--- config.mk ---
export PLATFORM = sky130hd
export DESIGN_NAME = led_pattern_gen
export DESIGN_NICKNAME = d
export VERILOG_FILES = /design/src/rtl/led_pattern_gen.sv
export SDC_FILE = /design/constraint.sdc
export NUM_CORES = 1
export LEC_CHECK = 0
export CORE_MARGIN = 2
export CORE_UTILIZATION = 35
export DETAILED_ROUTE_END_ITERATION = 16
export PLACE_DENSITY = 0.51
export RECOVER_POWER = 50
export SYNTH_ARGS = -nofsm -noshare
export SYNTH_HDL_FRONTEND = slang
export SYNTH_SLANG_ARGS = --single-unit
--- constraint.sdc ---
create_clock -name sys_clk -period 6.4 [get_ports sys_clk]
set_input_delay 1.92 -clock sys_clk [delete_from_list [all_inputs] [get_ports sys_clk]]
set_output_delay 1.92 -clock sys_clk [all_outputs]
set_load 0.02 [all_outputs]
--- src/rtl/led_pattern_gen.sv ---
// LED pattern generator: prescaled tick advances rotate/bounce/blink/count patterns.
// Optional LED_PWM_DIM_EN adds a 4-bit duty input that dims the LED outputs.
module led_pattern_gen #(
    parameter int unsigned      LED_W      = 4,
    parameter int unsigned      CNT_W      = 25,
    parameter logic [CNT_W-1:0] DEF_PERIOD = CNT_W'(7_999_999)
) (
    input  logic             sys_clk,
    input  logic             rst_n,
    input  logic             en,
    input  logic             load,
    input  logic [2:0]       mode_in,
    input  logic [CNT_W-1:0] period_in,
`ifdef LED_PWM_DIM_EN
    input  logic [3:0]       duty,
`endif
    output logic [LED_W-1:0] led,
    output logic             tick,
    output logic [2:0]       mode
);

    localparam logic [2:0] MODE_ROT_L  = 3'd0;
    localparam logic [2:0] MODE_ROT_R  = 3'd1;
    localparam logic [2:0] MODE_BOUNCE = 3'd2;
    localparam logic [2:0] MODE_BLINK  = 3'd3;
    localparam logic [2:0] MODE_COUNT  = 3'd4;

    localparam logic [LED_W-1:0] MSB_ONLY = {1'b1, {(LED_W-1){1'b0}}};
    localparam logic [LED_W-1:0] LSB_ONLY = LED_W'(1);

    logic [LED_W-1:0] pattern, pattern_nxt;
    logic [CNT_W-1:0] cnt, cnt_nxt;
    logic [CNT_W-1:0] period_r, period_nxt;
    logic [2:0]       mode_nxt;
    logic             tick_nxt;
    logic             dir, dir_nxt;
    logic             one_hot;
    logic             up;

    // Reserved modes keep whatever is currently displayed.
    function automatic logic [LED_W-1:0] seed_of(input logic [2:0] m,
                                                 input logic [LED_W-1:0] cur);
        case (m)
            MODE_ROT_L:              return MSB_ONLY;
            MODE_ROT_R, MODE_BOUNCE: return LSB_ONLY;
            MODE_BLINK:              return '1;
            MODE_COUNT:              return '0;
            default:                 return cur;
        endcase
    endfunction

    assign one_hot = (pattern != '0) && ((pattern & (pattern - LED_W'(1))) == '0);

    always_ff @(posedge sys_clk or negedge rst_n) begin
        if (!rst_n) begin
            pattern  <= MSB_ONLY;
            cnt      <= '0;
            period_r <= DEF_PERIOD;
            mode     <= MODE_ROT_L;
            tick     <= 1'b0;
            dir      <= 1'b0;
        end else begin
            pattern  <= pattern_nxt;
            cnt      <= cnt_nxt;
            period_r <= period_nxt;
            mode     <= mode_nxt;
            tick     <= tick_nxt;
            dir      <= dir_nxt;
        end
    end

    always_comb begin
        cnt_nxt     = (cnt == period_r) ? '0 : cnt + CNT_W'(1);
        tick_nxt    = (cnt == period_r);
        period_nxt  = period_r;
        mode_nxt    = mode;
        pattern_nxt = pattern;
        dir_nxt     = dir;
        // An end LED always turns the bounce around, whatever dir says.
        up          = pattern[0] | (~dir & ~pattern[LED_W-1]);

        if (load) begin
            mode_nxt    = mode_in;
            period_nxt  = period_in;
            cnt_nxt     = '0;
            tick_nxt    = 1'b0;
            pattern_nxt = seed_of(mode_in, pattern);
            dir_nxt     = 1'b0;
        end else if (tick && en) begin
            case (mode)
                MODE_ROT_L:
                    pattern_nxt = one_hot ? {pattern[LED_W-2:0], pattern[LED_W-1]} : MSB_ONLY;
                MODE_ROT_R:
                    pattern_nxt = one_hot ? {pattern[0], pattern[LED_W-1:1]} : LSB_ONLY;
                MODE_BOUNCE: begin
                    if (!one_hot) begin
                        pattern_nxt = LSB_ONLY;
                        dir_nxt     = 1'b0;
                    end else if (up) begin
                        pattern_nxt = pattern << 1;
                        dir_nxt     = pattern[LED_W-2];
                    end else begin
                        pattern_nxt = pattern >> 1;
                        dir_nxt     = ~pattern[1];
                    end
                end
                MODE_BLINK: pattern_nxt = ~pattern;
                MODE_COUNT: pattern_nxt = pattern + LED_W'(1);
                default:    pattern_nxt = pattern;
            endcase
        end
    end

`ifdef LED_PWM_DIM_EN
    logic [3:0] pwm_cnt;

    always_ff @(posedge sys_clk or negedge rst_n) begin
        if (!rst_n) pwm_cnt <= 4'd0;
        else        pwm_cnt <= pwm_cnt + 4'd1;
    end

    assign led = pattern & {LED_W{pwm_cnt < duty}};
`else
    assign led = pattern;
`endif

endmodule
Run 1, M1 wires:
Scale bar: 20 microns.
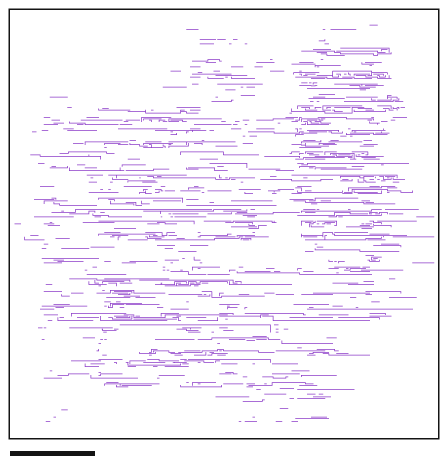
- share of all routed wire: 48%
- wire length on this layer: 3,490 microns

Run 1, M2 wires:
Scale bar: 20 microns.
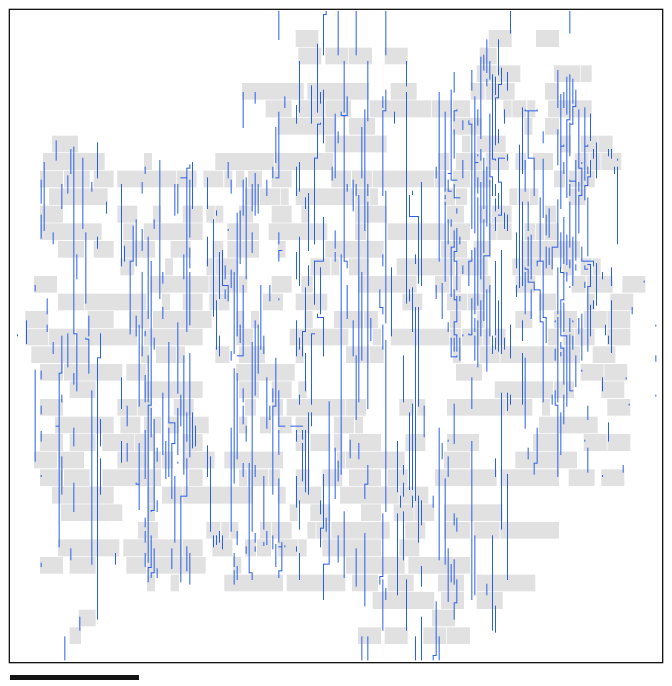
- share of all routed wire: 46%
- nets with wire on the layer: 321
- wire length on this layer: 3,380 microns
- main direction: vertical

Run 1, signal wires on met3:
Scale bar: 20 microns.
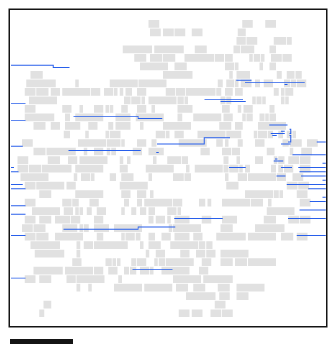
- nets with wire on the layer: 42
- longest straight run: 23.7 microns
- share of all routed wire: 5.0%
- wire length on this layer: 367 microns
- main direction: horizontal

==> Changelog: implementation, run 1 <==
### Metrics

* Status: finished with violations
* Failing checks: capacitance limit, slew limit
* Crit end category: flop
* CTS-repair resized insts at 0
* Minimum clock period at 4.16 ns
* CTS buffer count at 9
* Die H at 101 microns
* Critical path origin: load
* Drt via density at 5.21
* GRT busiest layer: met2
* Syn nets at 361
* Yosys Chip Area at 3290 sq um
* CTS root buf: clkbuf_8
* Post-synth top area cell: dfrtp_1
* Routed wire length at 7330 microns
* Worst Hold Class: reg -> reg
* Yosys cell types at 52
* Syn. warnings at 0
* Vias in the first global route at 2,457
* Area grow syn2layout at 20.1%
* Hold Vio Cnt, Final at 0
* Ys flops at 59
* Pre-Repair DR Iteration Count at 4
* Fin crit share at 65.0%
* Vias at 2,471
* Synth cell count leaders: nor2_1 (45), dfrtp_1 (43), xnor2_1 (38)
* # diodes at 0
* Critical Path Sink: led[2]
* Post-route cell area at 3960 sq um
* Comb pwr at 0.168 mW
* Setup TNS at 0 ns
* FFs w/ async S/R, synth at 100%
* Longest Clk Path Bufs at 2
* Routed length on met3 at 366 microns
* Routing usage on met2 at 24.8%
* Core Box Area at 9200 sq um
* RSZ-0062 raised after global routing: no
* Final Max Slew Viols at 42
* Skew-Pair Late Insertion Delay at 0.34 ns
* Lkg Pwr at 1.49 nW
* Row count at 35
* Total power at 0.969 mW
* DRC Markers at 0
* Number of cells in Yosys stat at 326
* Max_cap viols at 1
* Wire length of the first global-routing pass at 12,300 microns
* Met1 usage at 20.5%
* Peak Freq at 240 MHz
* Syn Std Cell Area at 3290 sq um
* Clk_skew at 0.0145 ns
* GRT Total Usage at 15.5%
* Maximum vdd drop at 0.157 mV
* Setup bufs post-CTS at 0
* Initial DRC count at 81
* Die width at 101 microns
* Worst R2R Start: led[0]
* Slew @ Worst Pin at 2.06 ns
* Global placement routability congestion at 0.925
* Setup CP Type: in -> reg
* P_int at 0.704 mW
run 1: worst max-delay path: stages:
cell	delay (ns)
clkbuf_1	1.45
inv_1	0.36
nor2_1	0.25
a32oi_1	0.12
o21ai_0	0.12
o41a_1	0.20
run 1: area by class of cell:
class	instances	share of cell area, %
tap	111	3.51
timing repair buffer	40	9.78
inverter	8	0.759
multi-input combinational	240	42.7
clock buffer	12	4.18
clock inverter	4	1.20
sequential	59	37.8
run 1: logic make-up (layout without fill, tap and decap cells):
| family | Yosys count | in the layout | share of synthesized area, % |
|---|---|---|---|
| and+or+nand+nor | 113 | 113 | 17.7 |
| DFF | 59 | 59 | 45.5 |
| xor gates and xnor gates | 51 | 51 | 13.6 |
| AOI/OAI and AO/OA | 45 | 45 | 9.35 |
| muxes | 28 | 28 | 9.58 |
| buffers and inverters | 27 | 64 | 3.19 |
| adders and majority gates | 3 | 3 | 1.14 |
run 1: placed cells by master, fill, tap and decap left out, types with 3 or more instances in the layout:
cell,n
xor2_1,13
xnor2_1,38
nand4_1,14
nor4_1,3
ha_1,3
a21oi_1,7
o21ai_0,13
inv_1,8
clkbuf_8,12
nand2_1,14
nor2_1,45
mux2_2,28
a31o_2,3
a31oi_1,5
nand2b_1,3
nand3_1,8
clkdlybuf4s50_1,37
dfrtp_1,43
nand3b_1,3
dfstp_2,16
nor3_1,6
run 1: through the flow:
| step | cells | util [%] | hold WS [ns] | worst slack [ns] |
|---|---|---|---|---|
| after floorplan | 326 | - | 0.492 | 3.36 |
| after global placement | 458 | 40.7 | 0.517 | 2.74 |
| after global routing | 474 | 43.0 | 0.553 | 1.98 |
| after detailed placement | 458 | 40.7 | 0.522 | 2.72 |
| after CTS | 474 | 43.0 | 0.539 | 2.71 |
| final | 474 | 43.0 | 0.532 | 2.24 |
Run 1, routing congestion map:
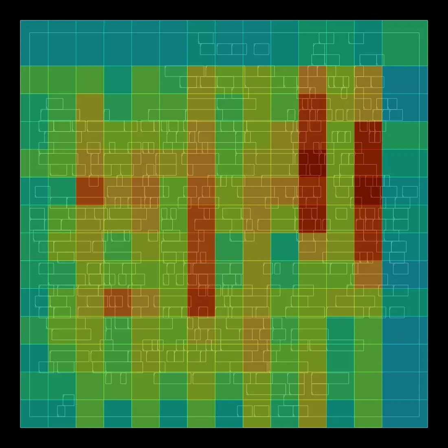

## Run 2: what changed since run 1
--- a/config.mk
+++ b/config.mk
@@ -8,7 +8,7 @@
 export CORE_MARGIN = 2
 export CORE_UTILIZATION = 35
 export DETAILED_ROUTE_END_ITERATION = 16
-export PLACE_DENSITY = 0.51
+export PLACE_DENSITY = 0.53
 export RECOVER_POWER = 50
 export SYNTH_ARGS = -nofsm -noshare
 export SYNTH_HDL_FRONTEND = slang
==> constraint.sdc (replaced) <==
create_clock -name sys_clk -period 3.75 [get_ports sys_clk]
set_input_delay 1.125 -clock sys_clk [delete_from_list [all_inputs] [get_ports sys_clk]]
set_output_delay 1.125 -clock sys_clk [all_outputs]
set_load 0.02 [all_outputs]
Run 2, routing congestion map:
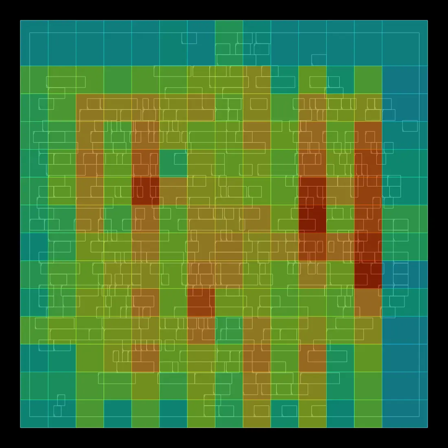
routing usage on met2: 25.5%
GRT Total Usage: 16.0%
drt wl/cell: 15.2 microns
routing usage on met3: 3.88%

==> Changelog: implementation, run 2 <==
### Metrics

* Setup TNS at 0 ns (unchanged)
* Hold Vio Cnt, Final at 0 (unchanged)
* CTS root buf: clkbuf_8 (unchanged)
* Synth cell count leaders: nor2_1 (45), dfrtp_1 (43), xnor2_1 (38) (unchanged)
* Row count at 35 (unchanged)
* CP most frequent cell: o21ai_0
* Area share of fa/ha/maj cells after synthesis at 1.14% (unchanged)
* FFs w/ async S/R, synth at 100% (unchanged)
* Max_cap viols at 0 (was 1)
* XORs/XNORs by Area at 13.6% (unchanged)
* Syn. warnings at 0 (unchanged)
* Number of cells in Yosys stat at 326 (unchanged)
* Critical Path, Cell by Cell: clkdlybuf4s50_1, clkbuf_1, inv_1, nor2_1, a21o_1, o21ai_0, o21ai_0 (was clkbuf_1, inv_1, nor2_1, a32oi_1, o21ai_0, o41a_1)
* CTS buffer count at 9 (unchanged)
* Dominant comb cell: simple AND/OR/NAND/NOR gates (unchanged)
* Setup CP Type: in -> reg (unchanged)
* Hold_ws at 0.530 ns (was 0.532 ns)
* Post-synth top area cell: dfrtp_1 (unchanged)
* Worst Path Buf+Inv at 3 (was 2)
* Total power at 1.56 mW (was 0.969 mW)
* Worst R2R Start: led[0] (unchanged)
* Fin crit share at 84.9%
* Pre-Repair DR Iteration Count at 4 (unchanged)
* Die H at 101 microns (unchanged)
* Longest Clk Path Bufs at 2 (unchanged)
* Routed wire length at 7230 microns (was 7330 microns)
* Slowest CP cell: clkbuf_1 (unchanged)
* Initial DRC count at 136 (was 81)
* Yosys cell types at 52 (unchanged)
* Post-synth mux share at 9.58% (unchanged)
* Setup bufs post-CTS at 0 (unchanged)
* Core Box Area at 9200 sq um (unchanged)
* Worst Hold Class: reg -> reg (unchanged)
* CTS-repair resized insts at 0 (unchanged)
* Wire length of the first global-routing pass at 12,600 microns (was 12,300 microns)
* Commonest Layout Cell: nor2_1 (unchanged)
* Status: completed (was finished with violations)
* RSZ-0062 raised after global routing: no (unchanged)
-- run 2: power breakdown --
group	switching, mW	internal, mW	leakage, nW
Combinational	0.137	0.151	0.661
Sequential	0.0638	0.692	0.731
Clock	0.275	0.242	0.0854
Total	0.476	1.08	1.48
-- run 2: cell families after synthesis --
family / after synthesis
mux: 28
flops: 59
xor+xnor: 51
compound gates: 45
fa+ha+maj: 3
simple gates: 113
buf+inv: 27
-- run 2: area by class of cell --
| class | count | area, sq um | area share, % |
|---|---|---|---|
| clock inverters | 7 | 55.1 | 1.40 |
| flip-flops and latches | 59 | 1500 | 38.0 |
| multi-input cells | 240 | 1690 | 42.9 |
| well taps | 111 | 139 | 3.52 |
| repair buffers | 43 | 405 | 10.3 |
| clock buffers | 9 | 124 | 3.14 |
| inverters | 8 | 30.0 | 0.762 |
-- run 2: routing by layer --
metal,global-route usage [%],up-vias,share of wire (%)
met1,21.2,1188,47
met5,0,-,0
li1,-,1227,-
met3,3.88,12,4.0
met4,5.51,0,1.6
met2,25.5,52,48
-- run 2: worst max-delay path by stage --
stage | startpoint | endpoint | slack [ns]
after floorplan | load | mode[2] | 1.50
after global placement | en | led[2] | 0.90
after detailed placement | en | led[2] | 0.85
after CTS | mode[2] | mode[2] | 0.82
after global routing | load | led[3] | 0.35
final | load | led[3] | 0.57
-- run 2: metrics by stage --
step | setup WS [ns] | std cells | instance area, sq um
finish | 0.565 | 477 | 3940
floorplan | 1.50 | 326 | 3290
global placement | 0.900 | 461 | 3770
global route | 0.348 | 477 | 3940
CTS | 0.821 | 477 | 3950
detailed placement | 0.852 | 461 | 3770
No activity file was given, so power comes from the tool's default toggle rates.
